==> config.mk <==
export PLATFORM = sky130hd
export DESIGN_NAME = tx_scrambler_flat
export DESIGN_NICKNAME = d
export VERILOG_FILES = /design/src/rtl/tx_scrambler_if.sv /design/src/rtl/tx_scrambler.sv /design/src/flat_wrapper.sv
export SDC_FILE = /design/constraint.sdc
export NUM_CORES = 1
export LEC_CHECK = 0
export CORE_MARGIN = 10
export CORE_UTILIZATION = 50
export DETAILED_ROUTE_END_ITERATION = 8
export PLACE_DENSITY = 0.72
export SETUP_SLACK_MARGIN = 0.02
export SYNTH_ARGS = -nofsm -noshare
export SYNTH_HDL_FRONTEND = slang
export SYNTH_SLANG_ARGS = --single-unit
==> constraint.sdc <==
create_clock -name pclk -period 5 [get_ports pclk]
set_input_delay 0.75 -clock pclk [delete_from_list [all_inputs] [get_ports pclk]]
set_output_delay 0.75 -clock pclk [all_outputs]
set_load 0.1 [all_outputs]
==> src/rtl/tx_scrambler_if.sv <==
// Byte-lane bus between the framing/ordered-set mux and the per-lane TX scrambler.
// master = upstream mux (drives bytes and block flags), slave = scrambler (drives scrambled bytes).
// Optional TX_SCRAMBLE_DISABLE_EN adds the link-training "Disable Scrambling" control.
interface tx_scrambler_if;
    logic [2:0]  generation;
    logic [31:0] inData;
    logic [3:0]  inDataK;
    logic [3:0]  inDataValid;
    logic        inOsBlock;
    logic        inSkpBlock;
    logic        inLfsrReset;
`ifdef TX_SCRAMBLE_DISABLE_EN
    logic        inDisableScrambling;
`endif
    logic [31:0] scramblerDataOut;
    logic [3:0]  scramblerDataK;
    logic [3:0]  scramblerDataValid;

    modport master (
`ifdef TX_SCRAMBLE_DISABLE_EN
        output inDisableScrambling,
`endif
        output generation, inData, inDataK, inDataValid,
        output inOsBlock, inSkpBlock, inLfsrReset,
        input  scramblerDataOut, scramblerDataK, scramblerDataValid
    );

    modport slave (
`ifdef TX_SCRAMBLE_DISABLE_EN
        input  inDisableScrambling,
`endif
        input  generation, inData, inDataK, inDataValid,
        input  inOsBlock, inSkpBlock, inLfsrReset,
        output scramblerDataOut, scramblerDataK, scramblerDataValid
    );
endinterface

==> src/rtl/tx_scrambler.sv <==
// Per-lane PCIe TX scrambler, up to 4 bytes/cycle: 16-bit LFSR for Gen1/2, 23-bit per-lane-seeded LFSR for Gen3-5.
// Latency: 1 pclk, registered outputs; byte chain within a cycle is combinational.
// Backpressure: none, a new 4-byte word is accepted every cycle. Optional macro TX_SCRAMBLE_DISABLE_EN.
module tx_scrambler #(
    parameter int          LANE_NUM   = 0,
    parameter logic [15:0] GEN12_SEED = 16'hFFFF
) (
    input  logic          pclk,
    input  logic          reset_n,
    tx_scrambler_if.slave bus
);

    // Gen3+ seeds differ per lane so adjacent lanes do not carry correlated patterns.
    function automatic logic [22:0] lane_seed(input int lane);
        case (lane)
            0:       return 23'h1DBFBC;
            1:       return 23'h0607BB;
            2:       return 23'h1EC760;
            3:       return 23'h18C0DB;
            4:       return 23'h010F12;
            5:       return 23'h19CFC9;
            6:       return 23'h0277CE;
            7:       return 23'h1BB807;
            default: return 23'h1DBFBC;
        endcase
    endfunction

    localparam logic [22:0] GEN3_SEED = lane_seed(LANE_NUM);
    localparam logic [15:0] TAPS16    = 16'h0039;   // x^5+x^4+x^3+1 feedback, Galois form
    localparam logic [22:0] TAPS23    = 23'h210125; // x^21+x^16+x^8+x^5+x^2+1 feedback, Galois form
    localparam logic [7:0]  COM_SYM   = 8'hBC;
    localparam logic [7:0]  SKP_SYM   = 8'h1C;

    // One byte of keystream (LSB first) plus the LFSR state 8 shifts later: {ks, next}.
    function automatic logic [23:0] step16(input logic [15:0] s);
        logic [15:0] t;
        logic [7:0]  ks;
        t  = s;
        ks = '0;
        for (int j = 0; j < 8; j++) begin
            ks[j] = t[15];
            t     = {t[14:0], 1'b0} ^ (t[15] ? TAPS16 : 16'h0000);
        end
        return {ks, t};
    endfunction

    function automatic logic [30:0] step23(input logic [22:0] s);
        logic [22:0] t;
        logic [7:0]  ks;
        t  = s;
        ks = '0;
        for (int j = 0; j < 8; j++) begin
            ks[j] = t[22];
            t     = {t[21:0], 1'b0} ^ (t[22] ? TAPS23 : 23'h000000);
        end
        return {ks, t};
    endfunction

    logic [15:0] lfsr16_q;
    logic [22:0] lfsr23_q;
    logic [2:0]  gen_q;
    logic [31:0] dat_q;
    logic [3:0]  k_q;
    logic [3:0]  vld_q;

    logic        scr_off;
    logic        gen12;
    logic        gen3p;
    logic        gen_chg;
    logic [15:0] nxt16;
    logic [22:0] nxt23;
    logic [31:0] nxt_dat;
    logic [23:0] r16;
    logic [30:0] r23;
    logic [7:0]  byte_in;
    logic [7:0]  ks_byte;

`ifdef TX_SCRAMBLE_DISABLE_EN
    assign scr_off = bus.inDisableScrambling;
`else
    assign scr_off = 1'b0;
`endif

    assign gen12   = (bus.generation == 3'd1) || (bus.generation == 3'd2);
    assign gen3p   = (bus.generation >= 3'd3) && (bus.generation <= 3'd5);
    assign gen_chg = (bus.generation != gen_q);

    // Byte chain 0..3: each byte sees the LFSR state left by the previous byte of the same cycle.
    always_comb begin
        nxt16   = (gen12 && gen_chg) ? GEN12_SEED : lfsr16_q;
        nxt23   = (gen3p && gen_chg) ? GEN3_SEED  : lfsr23_q;
        nxt_dat = '0;
        r16     = '0;
        r23     = '0;
        byte_in = '0;
        ks_byte = '0;
        for (int i = 0; i < 4; i++) begin
            byte_in = bus.inData[8*i +: 8];
            r16     = step16(nxt16);
            r23     = step23(nxt23);
            if (bus.inDataValid[i]) begin
                if (gen12) begin
                    ks_byte = scr_off ? 8'h00 : r16[23:16];
                    if (bus.inDataK[i] && byte_in == COM_SYM) begin
                        nxt_dat[8*i +: 8] = byte_in;
                        nxt16             = GEN12_SEED;
                    end else if (bus.inDataK[i] && byte_in == SKP_SYM) begin
                        nxt_dat[8*i +: 8] = byte_in;
                    end else if (bus.inDataK[i]) begin
                        nxt_dat[8*i +: 8] = byte_in;
                        nxt16             = r16[15:0];
                    end else begin
                        nxt_dat[8*i +: 8] = byte_in ^ ks_byte;
                        nxt16             = r16[15:0];
                    end
                end else if (gen3p) begin
                    ks_byte = scr_off ? 8'h00 : r23[30:23];
                    if (bus.inSkpBlock) begin
                        nxt_dat[8*i +: 8] = byte_in;
                    end else if (bus.inOsBlock) begin
                        nxt_dat[8*i +: 8] = byte_in;
                        nxt23             = r23[22:0];
                    end else begin
                        nxt_dat[8*i +: 8] = byte_in ^ ks_byte;
                        nxt23             = r23[22:0];
                    end
                end
            end
        end
        // EIEOS reload applies after this cycle's bytes have used the running state.
        if (gen3p && bus.inLfsrReset) begin
            nxt23 = GEN3_SEED;
        end
    end

    // Register the chain result; an invalid generation zeroes the outputs while both LFSRs hold.
    always_ff @(posedge pclk or negedge reset_n) begin
        if (!reset_n) begin
            lfsr16_q <= GEN12_SEED;
            lfsr23_q <= GEN3_SEED;
            gen_q    <= '0;
            dat_q    <= '0;
            k_q      <= '0;
            vld_q    <= '0;
        end else begin
            lfsr16_q <= nxt16;
            lfsr23_q <= nxt23;
            gen_q    <= bus.generation;
            if (gen12 || gen3p) begin
                dat_q <= nxt_dat;
                k_q   <= bus.inDataK;
                vld_q <= bus.inDataValid;
            end else begin
                dat_q <= '0;
                k_q   <= '0;
                vld_q <= '0;
            end
        end
    end

    assign bus.scramblerDataOut   = dat_q;
    assign bus.scramblerDataK     = k_q;
    assign bus.scramblerDataValid = vld_q;

endmodule

==> src/flat_wrapper.sv <==
// flat-port wrapper written by rule: the top's interface ports become plain ports
module tx_scrambler_flat 
#(
    parameter int          LANE_NUM   = 0,
    parameter logic [15:0] GEN12_SEED = 16'hFFFF
)
  (pclk, reset_n, bus_generation, bus_inData, bus_inDataK, bus_inDataValid, bus_inOsBlock, bus_inSkpBlock, bus_inLfsrReset, bus_scramblerDataOut, bus_scramblerDataK, bus_scramblerDataValid);
  tx_scrambler_if bus_i ();
  input  logic pclk;
  input  logic reset_n;
  input wire logic [$bits(bus_i.generation)-1:0] bus_generation;
  input wire logic [$bits(bus_i.inData)-1:0] bus_inData;
  input wire logic [$bits(bus_i.inDataK)-1:0] bus_inDataK;
  input wire logic [$bits(bus_i.inDataValid)-1:0] bus_inDataValid;
  input wire logic [$bits(bus_i.inOsBlock)-1:0] bus_inOsBlock;
  input wire logic [$bits(bus_i.inSkpBlock)-1:0] bus_inSkpBlock;
  input wire logic [$bits(bus_i.inLfsrReset)-1:0] bus_inLfsrReset;
  output wire logic [$bits(bus_i.scramblerDataOut)-1:0] bus_scramblerDataOut;
  output wire logic [$bits(bus_i.scramblerDataK)-1:0] bus_scramblerDataK;
  output wire logic [$bits(bus_i.scramblerDataValid)-1:0] bus_scramblerDataValid;
  assign bus_i.generation = bus_generation;
  assign bus_i.inData = bus_inData;
  assign bus_i.inDataK = bus_inDataK;
  assign bus_i.inDataValid = bus_inDataValid;
  assign bus_i.inOsBlock = bus_inOsBlock;
  assign bus_i.inSkpBlock = bus_inSkpBlock;
  assign bus_i.inLfsrReset = bus_inLfsrReset;
  assign bus_scramblerDataOut = bus_i.scramblerDataOut;
  assign bus_scramblerDataK = bus_i.scramblerDataK;
  assign bus_scramblerDataValid = bus_i.scramblerDataValid;
  tx_scrambler #(.LANE_NUM(LANE_NUM), .GEN12_SEED(GEN12_SEED)) u_core (.pclk(pclk), .reset_n(reset_n), .bus(bus_i));
endmodule
==> Slide: Implementation Results <==
Physical Implementation Snapshot

Worst setup path
  – R2R setup slack: 0.19 ns
  – Reg2reg start: u_core.lfsr23_q[21]
  – WP data required: 5.27 ns
  – FF-to-FF path depth: 17
  – CP max stage cell: clkdlybuf4s50_1
  – R2r endpoint: u_core.lfsr23_q[6]
  – WP depth: 18
  – Slowest stage delay, CP: 0.49 ns
  – Crit path max fanout: 7
  – Family with the most delay on the worst path: XOR/XNOR gates

Logic synthesis
  – Chip area estimate from yosys synthesis: 9080 um2
  – Post-synth seq share: 23.0%
  – Synth cell count leaders: xnor2_1, nor2_1, nand2_1
  – Post-synth ARST share: 100%
  – Ys cells: 1143
  – Yosys xor share: 30.1%
  – Yosys simple share: 19.9%
  – Synth top area share: 15.9%
  – Post-synthesis net count: 1191
  – Adder share: 0%
  – Post-Synth AOI/OAI Area: 20.2%
  – Main flop type: dfrtp_1
  – Synth top cell by count: xnor2_1
  – Instance tally after logic synthesis: 1143
  – Post-synth regs: 82
  – Syn Area/Cell: 7.94 um2
  – Area of the mapped netlist: 9080 um2
  – Top logic family: XOR/XNOR gates
  – Area leader, netlist: xnor2_1

Final timing
  – Final setup fails: 0
  – Tcrit/Tclk final: 96.3%
  – Slew at the pin with the worst max-slew slack: 1.03 ns
  – FMAX: 208 MHz
  – Clock skew: 0.0159 ns
  – Max_slew headroom: 30.8%
  – Final Hold Violation Tally: 0

Finish
  – Clock buffer cells: 9
  – Proportion of layout cells with a drive suffix above 1: 21.7%
  – Highest-count logic cell in the final layout: buf_4
  – Util after Layout: 65.5%
  – Gate Area: 6730 um2
  – Top class by area: logic gates
  – Buffering overhead: 19.5%
  – Comb area share: 57.3%
  – Register area: 2090 um2
  – Filler instances: 1498
  – ANT cells: 0
  – Post-Layout Cell Count: 1586
  – Max reg flops: 32
  – Synthesis-to-finish area growth: 29.2%
  – Most frequent cells in the layout: buf_4, xnor2_1, nor2_1, nand2_1, clkdlybuf4s50_1
  – Seq/total area: 17.8%

Clock network
  – Reg clk slew, reported paths: 0.07 ns
  – CTS tree: yes
  – Total CTS buffers: 9
  – Postcts setup bufs: 0
  – Clk latency late pin: 0.37 ns
  – CTS HTree Levels: 3
  – Clock buffer depth: 2
  – CTS Root Cell: clkbuf_16
  – Post-CTS resize count: 0

Job
  – Max Cap Viol: 0
  – Tool warnings: 27

Placement
  – # port buffers: 87
  – Placed insts: 1565

Power
  – Lkg Pwr: 4.83 nW
  – Part of the power in registers: 11.5%
  – Power Sequential: 1.15 mW
  – PD cells: 853 nW/um2
  – Sw Pwr: 4.77 mW
  – Comb pwr: 8.16 mW
  – Clock Power: 695 uW
  – Clock Power Share: 6.9%

GRT
  – Vias in the first global route: 8993
  – Gr usage total: 26.1%
  – Initial antenna violation count: 0
  – Largest net degree at the start of global routing: 44

Die
  – Die width: 155 um
  – Height of the die: 155 um
  – Row cnt: 49
  – Die area: 24000 um2

Drt
  – Initial DRC count: 1046
  – DRC Markers: 0
  – Final WL: 32900 um

Outcome
  – Status: completed

Worst hold path
  – Hold Path Class: in2async
metrics by stage:
stage	TNS, ns	power [mW]	area (um2)	setup WS, ns	hold WS (ns)
2_1_floorplan	0	6.40	9080	0.0892	0.454
4_1_cts	0	9.73	11600	0.115	0.413
5_1_grt	-0.0765	10.5	11700	-0.0685	0.440
6_report	0	10.0	11700	0.186	0.393
3_5_place_dp	-1.48	8.96	11300	-0.210	0.788
3_3_place_gp	-1.47	8.89	11300	-0.229	0.773
metal layers:
layer | routed length (um) | part of all wire, % | vias to the layer above | GRT usage [%]
li1 | - | - | 4365 | -
met1 | 14400 | 44 | 4585 | 36.7
met2 | 13900 | 42 | 579 | 37.8
met3 | 3480 | 11 | 85 | 6.46
met4 | 1070 | 3.3 | 0 | 9.18
met5 | 0 | 0 | - | 0
**Gate-type map**

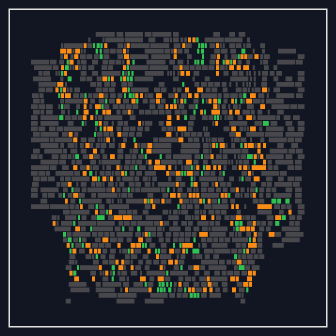
inverting AOI/OAI gates -> orange  # cells 247
NAND gates -> green  # cells 159

**M2 wires**

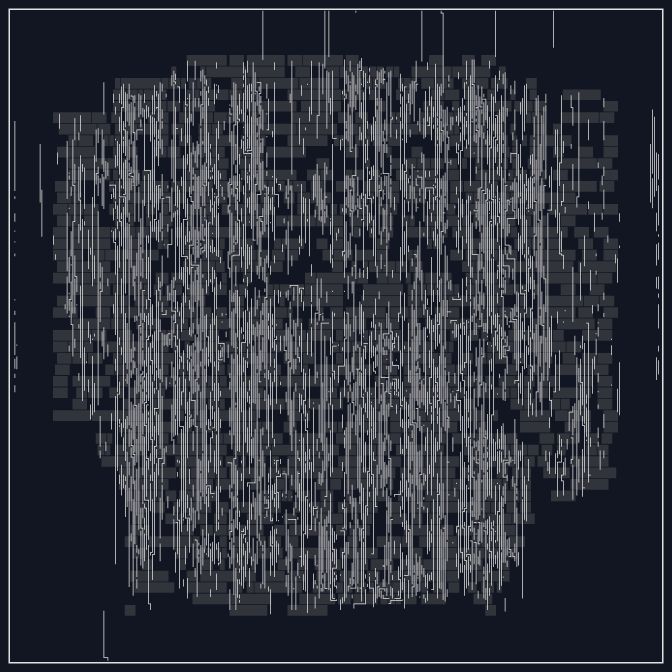
share of all routed wire = 42%
longest straight run = 52.4 um
nets with wire on the layer = 1197
main direction = vertical
wire length on this layer = 13900 um

No activity file was given, so power comes from the tool's default toggle rates.
